$ cat config.mk
export PLATFORM = sky130hd
export DESIGN_NAME = exec_unit
export DESIGN_NICKNAME = d
export VERILOG_FILES = /design/src/rtl/exec_unit.sv
export SDC_FILE = /design/constraint.sdc
export NUM_CORES = 1
export LEC_CHECK = 0
export ABC_CLOCK_PERIOD_IN_PS = 4500
export CORE_MARGIN = 10
export CORE_UTILIZATION = 24
export DETAILED_ROUTE_END_ITERATION = 6
export PLACE_DENSITY = 0.42
export SYNTH_ARGS = -nofsm -noshare
export SYNTH_HDL_FRONTEND = slang
export SYNTH_SLANG_ARGS = --single-unit
$ cat constraint.sdc
create_clock -name clk -period 4.5 [get_ports clk]
set_clock_uncertainty 0.15 [all_clocks]
set_input_delay 1.35 -clock clk [delete_from_list [all_inputs] [get_ports clk]]
set_output_delay 1.35 -clock clk [all_outputs]
set_load 0.01 [all_outputs]
$ cat src/rtl/exec_unit.sv
// exec_unit: registered RV32I/RV64I register-register ALU with valid/ready handshakes on both sides.
// Define EXEC_UNIT_MDU_EN to add the iterative M-extension multiply/divide (MUL/DIV/DONE states).
module exec_unit #(
  parameter int XLEN    = 32,
  parameter int SHAMT_W = $clog2(XLEN)
) (
  input  logic            clk,
  input  logic            rst,
  input  logic            in_valid,
  output logic            in_ready,
  input  logic [2:0]      funct3,
  input  logic [6:0]      funct7,
  input  logic [XLEN-1:0] rs1,
  input  logic [XLEN-1:0] rs2,
  output logic            out_valid,
  input  logic            out_ready,
  output logic [XLEN-1:0] rd,
  output logic            busy
);

  logic [SHAMT_W-1:0] shamt;
  logic [XLEN-1:0]    alu_res;
  logic               out_valid_q, out_valid_d;
  logic [XLEN-1:0]    rd_q, rd_d;
  logic               accept;

  assign shamt     = rs2[SHAMT_W-1:0];
  assign out_valid = out_valid_q;
  assign rd        = rd_q;
  assign accept    = in_valid && in_ready;

  // Undecoded funct7/funct3 pairs fall through to zero.
  always_comb begin
    alu_res = '0;
    if (funct7 == 7'b0000000) begin
      case (funct3)
        3'd0:    alu_res = rs1 + rs2;
        3'd1:    alu_res = rs1 << shamt;
        3'd2:    alu_res = {{(XLEN-1){1'b0}}, ($signed(rs1) < $signed(rs2))};
        3'd3:    alu_res = {{(XLEN-1){1'b0}}, (rs1 < rs2)};
        3'd4:    alu_res = rs1 ^ rs2;
        3'd5:    alu_res = rs1 >> shamt;
        3'd6:    alu_res = rs1 | rs2;
        default: alu_res = rs1 & rs2;
      endcase
    end else if (funct7 == 7'b0100000) begin
      if (funct3 == 3'd0) begin
        alu_res = rs1 - rs2;
      end else if (funct3 == 3'd5) begin
        alu_res = $unsigned($signed(rs1) >>> shamt);
      end
    end
  end

`ifdef EXEC_UNIT_MDU_EN

  typedef enum logic [1:0] {IDLE, MUL, DIV, DONE} state_t;

  state_t              state_q, state_d;
  logic [2:0]          op_q, op_d;
  logic                neg_q, neg_d;
  logic                dz_q, dz_d;
  logic [SHAMT_W-1:0]  cnt_q, cnt_d;
  logic [XLEN-1:0]     a_q, a_d;
  logic [XLEN-1:0]     shreg_q, shreg_d;
  logic [XLEN-1:0]     rem_q, rem_d;
  logic [2*XLEN-1:0]   mcand_q, mcand_d;
  logic [2*XLEN-1:0]   acc_q, acc_d;

  logic                is_m, a_signed, b_signed, a_neg, b_neg;
  logic [XLEN-1:0]     a_mag, b_mag, div_val, mdu_res;
  logic [2*XLEN-1:0]   prod_s;
  logic [XLEN:0]       rem_sh;
  logic                rem_ge;

  assign is_m     = (funct7 == 7'b0000001);
  assign a_signed = funct3[2] ? !funct3[0] : (funct3 == 3'd1 || funct3 == 3'd2);
  assign b_signed = funct3[2] ? !funct3[0] : (funct3 == 3'd1);
  assign a_neg    = a_signed && rs1[XLEN-1];
  assign b_neg    = b_signed && rs2[XLEN-1];
  assign a_mag    = a_neg ? -rs1 : rs1;
  assign b_mag    = b_neg ? -rs2 : rs2;

  // shreg holds the multiplier in MUL and the dividend/quotient in DIV; divisor lives in mcand low half.
  assign rem_sh  = {rem_q, shreg_q[XLEN-1]};
  assign rem_ge  = rem_sh >= {1'b0, mcand_q[XLEN-1:0]};
  assign prod_s  = neg_q ? -acc_q : acc_q;
  assign div_val = op_q[1] ? rem_q : shreg_q;

  assign in_ready = (state_q == IDLE) && (!out_valid_q || out_ready);
  assign busy     = (state_q != IDLE);

  always_comb begin
    mdu_res = '0;
    if (!op_q[2]) begin
      mdu_res = (op_q[1:0] == 2'd0) ? prod_s[XLEN-1:0] : prod_s[2*XLEN-1:XLEN];
    end else if (dz_q) begin
      mdu_res = op_q[1] ? a_q : '1;
    end else begin
      mdu_res = neg_q ? -div_val : div_val;
    end
  end

  always_comb begin
    state_d     = state_q;
    op_d        = op_q;
    neg_d       = neg_q;
    dz_d        = dz_q;
    cnt_d       = cnt_q;
    a_d         = a_q;
    shreg_d     = shreg_q;
    rem_d       = rem_q;
    mcand_d     = mcand_q;
    acc_d       = acc_q;
    out_valid_d = out_valid_q;
    rd_d        = rd_q;

    if (out_valid_q && out_ready) begin
      out_valid_d = 1'b0;
    end

    case (state_q)
      IDLE: begin
        if (accept) begin
          if (is_m) begin
            op_d  = funct3;
            cnt_d = '0;
            a_d   = rs1;
            dz_d  = (rs2 == '0);
            rem_d = '0;
            acc_d = '0;
            mcand_d = {{XLEN{1'b0}}, funct3[2] ? b_mag : a_mag};
            shreg_d = funct3[2] ? a_mag : b_mag;
            neg_d   = (funct3[2] && funct3[1]) ? a_neg : (a_neg ^ b_neg);
            state_d = funct3[2] ? DIV : MUL;
          end else begin
            out_valid_d = 1'b1;
            rd_d        = alu_res;
          end
        end
      end
      MUL: begin
        if (shreg_q[0]) begin
          acc_d = acc_q + mcand_q;
        end
        mcand_d = mcand_q << 1;
        shreg_d = shreg_q >> 1;
        cnt_d   = cnt_q + 1'b1;
        if (cnt_q == SHAMT_W'(XLEN-1)) begin
          state_d = DONE;
        end
      end
      DIV: begin
        rem_d   = rem_ge ? XLEN'(rem_sh - {1'b0, mcand_q[XLEN-1:0]}) : rem_sh[XLEN-1:0];
        shreg_d = {shreg_q[XLEN-2:0], rem_ge};
        cnt_d   = cnt_q + 1'b1;
        if (cnt_q == SHAMT_W'(XLEN-1)) begin
          state_d = DONE;
        end
      end
      DONE: begin
        out_valid_d = 1'b1;
        rd_d        = mdu_res;
        state_d     = IDLE;
      end
      default: state_d = IDLE;
    endcase
  end

  always_ff @(posedge clk) begin
    if (rst) begin
      state_q     <= IDLE;
      op_q        <= '0;
      neg_q       <= 1'b0;
      dz_q        <= 1'b0;
      cnt_q       <= '0;
      a_q         <= '0;
      shreg_q     <= '0;
      rem_q       <= '0;
      mcand_q     <= '0;
      acc_q       <= '0;
      out_valid_q <= 1'b0;
      rd_q        <= '0;
    end else begin
      state_q     <= state_d;
      op_q        <= op_d;
      neg_q       <= neg_d;
      dz_q        <= dz_d;
      cnt_q       <= cnt_d;
      a_q         <= a_d;
      shreg_q     <= shreg_d;
      rem_q       <= rem_d;
      mcand_q     <= mcand_d;
      acc_q       <= acc_d;
      out_valid_q <= out_valid_d;
      rd_q        <= rd_d;
    end
  end

`else

  assign in_ready = !out_valid_q || out_ready;
  assign busy     = 1'b0;

  always_comb begin
    out_valid_d = out_valid_q;
    rd_d        = rd_q;
    if (out_valid_q && out_ready) begin
      out_valid_d = 1'b0;
    end
    if (accept) begin
      out_valid_d = 1'b1;
      rd_d        = alu_res;
    end
  end

  always_ff @(posedge clk) begin
    if (rst) begin
      out_valid_q <= 1'b0;
      rd_q        <= '0;
    end else begin
      out_valid_q <= out_valid_d;
      rd_q        <= rd_d;
    end
  end

`endif

endmodule
==> impl_metrics.tcl, run 1 <==
# flow metrics
set metrics [dict create \
    biggestCellCategory "combinational gates" \
    syn_avg_cell_area_um2 6.78 \
    tightest_slew_ns 0.839 \
    synth_area_leader_cell "ha_1" \
    grt_util_all_layers_pct 24.3 \
    port-buffer-count 111 \
    cp_max_fo 5 \
    seqCellArea_um2 661 \
    crit_cells 16 \
    vias 13900 \
    sh_comb_area_pct 60.2 \
    ys_area_um2 10500 \
    top_cells_by_count "211 x a21oi_1, 206 x nor2_1, 116 x nand2_1" \
    die-area_um2 52500 \
    top_cell "a21oi_1" \
    status "complete, no violations" \
    hold_depth 2 \
    rows 76 \
    antenna_cells 1 \
    cts_made_buffers 5 \
    busiest_layer "met2" \
    xor_area_share_pct 4.00 \
    antenna_found_initial 1 \
    drv_cap 0 \
    use_met3_pct 4.78 \
    dieWidth_um 229 \
    dieHeight_um 229 \
    synth_adder_area_share_pct 11.9 \
    nWellTaps 585 \
    setup_viol 0 \
    clock.fmax_ghz 0.225 \
    grt_pass1_wl_um 95300 \
    grt-ovfl-total 0 \
    hold_viol_final 0 \
    cts_tree "yes" \
    cts_root_buf "clkbuf_16" \
    slew_headroom_pct 44.0 \
    ioPinCount 113 \
    synth-edff-count 0 \
    logic_gates 1290 \
    seq-power_uw 314 \
    ir_drop_mv 0.120 \
    clock_path_buffers 2 \
    rsz0062_at_grt "yes" \
    drc 0 \
    aoi_share_pct 35.5 \
    cp-end-kind "flip-flop" \
    drive_gt1_share_pct 28.1 \
    synth-simple-area-share_pct 19.6 \
    layout_min_cycle_time_ns 4.44 \
    p_leak_nw 6.59 \
]
[run 1: state kept, by name, summed over array words and instances, names as in the netlist]
signal / flops
rd: 32
out_valid: 1
[run 1: stage by stage]
| stage | TNS (ns) | cells | instance area [µm²] |
|---|---|---|---|
| 3_5_place_dp | -9.78 | 2492 | 14600 |
| 4_1_cts | -0.0281 | 2508 | 15100 |
| 3_3_place_gp | -9.74 | 2492 | 14600 |
| 2_1_floorplan | 0 | 1549 | 10500 |
| 5_1_grt | -0.0146 | 2522 | 15500 |
| 6_report | 0 | 2523 | 15500 |
[run 1: repair_timing]
action,4_1_cts,5_1_grt
cloned,0,0
endpoints found under the setup margin,18,18
pin swaps,17,31
resized,50,61
buffers inserted,8,14
run_1/met4.png
Supply wires on this layer in gray.
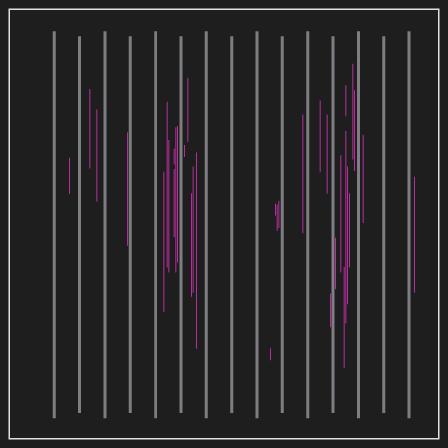
share of all routed wire: 2.5%
longest straight run: 105 µm
nets with wire on the layer: 34
wire length on this layer: 1650 µm
main direction: vertical

run_1/met1.png
Supply wires on this layer in gray.
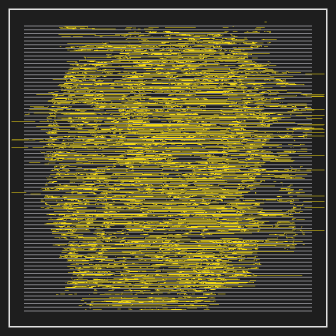
main direction: horizontal
wire length on this layer: 30.9 mm
share of all routed wire: 46%
longest straight run: 101 µm

run_1/metal_stack.png
Only two layers are drawn.
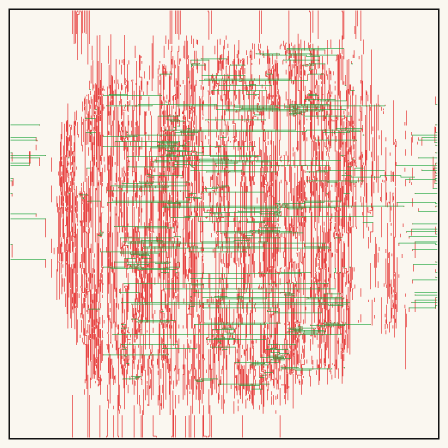
[green] met3 | wire length: 5920 µm
[red] met2 | wire length: 28.6 mm

run_1/final_clocks.png
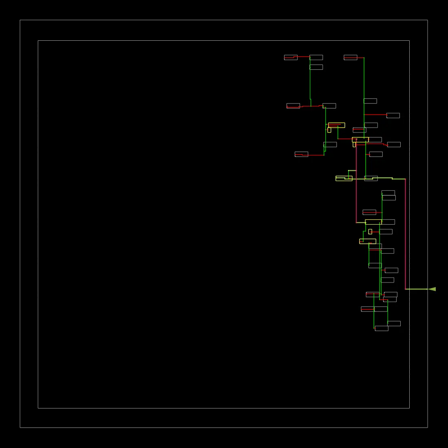
clk pwr: 336 µW
CTS sink cnt: 33
clkbuf count: 6
Latency at later pin: 0.28 ns

run_1/zoom.png
The bar under the picture is 10 µm long. Region (100, 100) to (130, 130) µm. Cells in gray, sequential cells in the stronger gray; small squares are vias.
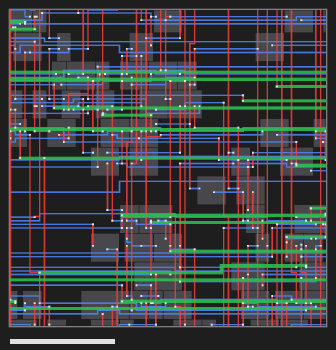

==> run 2: changes to the inputs <==
CORE_MARGIN = 1.5   (was 10)
run_2/zoom.png
The bar under the picture is 10 µm long. Region (91, 91) to (121, 121) µm. Cells in gray, sequential cells in the stronger gray; small squares are vias.
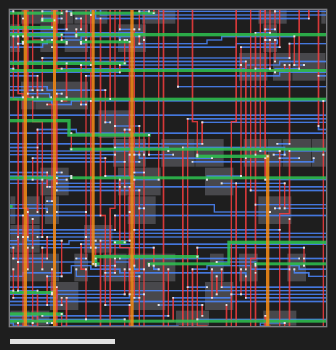
[green] met3
[orange] met4
[red] met2
[blue] met1
most frequent: buf_4 (8), xnor2_1 (6)
sequential cells in the window: 0
cells with their middle in the window: 43

==> run 2 against run 1 <==
  * First-iteration DRC count increased by 25%
  * Total power grew 2.4%
  * Combinational power is essentially flat
  * Via count increased by 3.2%
  * Largest cell class unchanged
  * Largest power group unchanged
==> impl_metrics.tcl, run 2 <==
# flow metrics
set metrics [dict create \
    status "complete, no violations" \
    cts_tree "yes" \
    busiest_layer "met1" \
    fin_area_um2 15200 \
    logic_gates 1290 \
    synthArstFlopShare_pct 0 \
    hold_depth 2 \
    critPathTopFamily "AND-OR/OR-AND gates" \
    grt_pass1_wl_um 97100 \
    fp_nets 1726 \
    p_clk_uw 382 \
    routedWlPerCell_um 27.1 \
    min_from "rd[31]" \
    ir_drop_mv 0.118 \
    place_area_um2 14700 \
    port-buffer-count 111 \
    yosysWarnings 0 \
    xor_area_share_pct 4.00 \
    drc 0 \
    cts_made_buffers 5 \
    ioPinCount 113 \
    clkSlewWorstSetupHoldPaths_ns 0.06 \
    clock.fmax_ghz 0.224 \
    tightest_slew_ns 0.724 \
    crit_cells 11 \
    cts_resized 24 \
    slew_headroom_pct 51.4 \
    top_area_share_pct 11.6 \
    synth-simple-area-share_pct 19.6 \
    final_nets 2104 \
    worstRegToRegCells 6 \
    cts_root_buf "clkbuf_16" \
    rows 76 \
    grt-ovfl-total 0 \
    layout_min_cycle_time_ns 4.46 \
    synth-edff-count 0 \
    antenna_found_initial 1 \
    ys_area_um2 10500 \
    vias_per_cell 5.69 \
    biggestCellCategory "combinational gates" \
    clkbuf_count 7 \
    synth_area_leader_cell "ha_1" \
    buf_share_pct 26.9 \
    vias 14300 \
    die-area_um2 45000 \
    top_cells_by_count "211 x a21oi_1, 206 x nor2_1, 116 x nand2_1" \
    numClockSinks 33 \
    dieHeight_um 212 \
    cp-end-kind "flip-flop" \
    seqCellArea_um2 661 \
    clk_latency_ns 0.28 \
    seq_area_share_pct 4.34 \
    grtUsageMet1_pct 44.8 \
    sh_comb_area_pct 60.4 \
    hold_viol_final 0 \
    synth_adder_area_share_pct 11.9 \
    seq-power_uw 316 \
    largest_reg_flops 32 \
    grt_util_all_layers_pct 29.8 \
    cp.required_ns 4.56 \
    drive_gt1_share_pct 27.1 \
    use_met3_pct 3.07 \
    ant_nets 0 \
    syn_avg_cell_area_um2 6.78 \
    ff_count 33 \
    grt_max_degree 68 \
    dieWidth_um 212 \
    final-clk-cell-share_pct 1.04 \
    dp_hpwl_um 56000 \
    top_logic_kind "AND-OR/OR-AND gates" \
    grt_use_met2_pct 44.6 \
    top_cell "a21oi_1" \
    clock_path_buffers 2 \
    postCtsSetupBuffers 1 \
    cp_max_fo 9 \
    nWellTaps 585 \
    signal_buffers 496 \
    setup_viol 0 \
    aoi_share_pct 35.5 \
    p_leak_nw 6.49 \
    antenna_cells 0 \
    rsz0062_at_grt "yes" \
    drv_cap 0 \
]
==> run 2: netlist changes by cell type in the layout (fill, tap and decap cells not counted), sizes merged <==
cell | previous run | this run
clkbuf | 6 | 7
dlymetal6s2s | 8 | 3
clkinv | 6 | 5
diode | 1 | 0
buf | 398 | 389
clkdlybuf4s50 | 98 | 102
dlygate4sd2 | 1 | 2
==> run 2: metrics by stage <==
step | TNS (ns) | setup WS, ns | power (mW) | cells
2_1_floorplan | 0 | 0.0213 | 1.22 | 1549
3_3_place_gp | -9.36 | -0.621 | 2.21 | 2502
3_5_place_dp | -9.25 | -0.637 | 2.19 | 2502
4_1_cts | 0 | 0.00253 | 2.60 | 2511
5_1_grt | -0.0104 | -0.00936 | 2.81 | 2513
6_report | 0 | 0.0365 | 2.69 | 2513
No activity file was given, so power comes from the tool's default toggle rates.
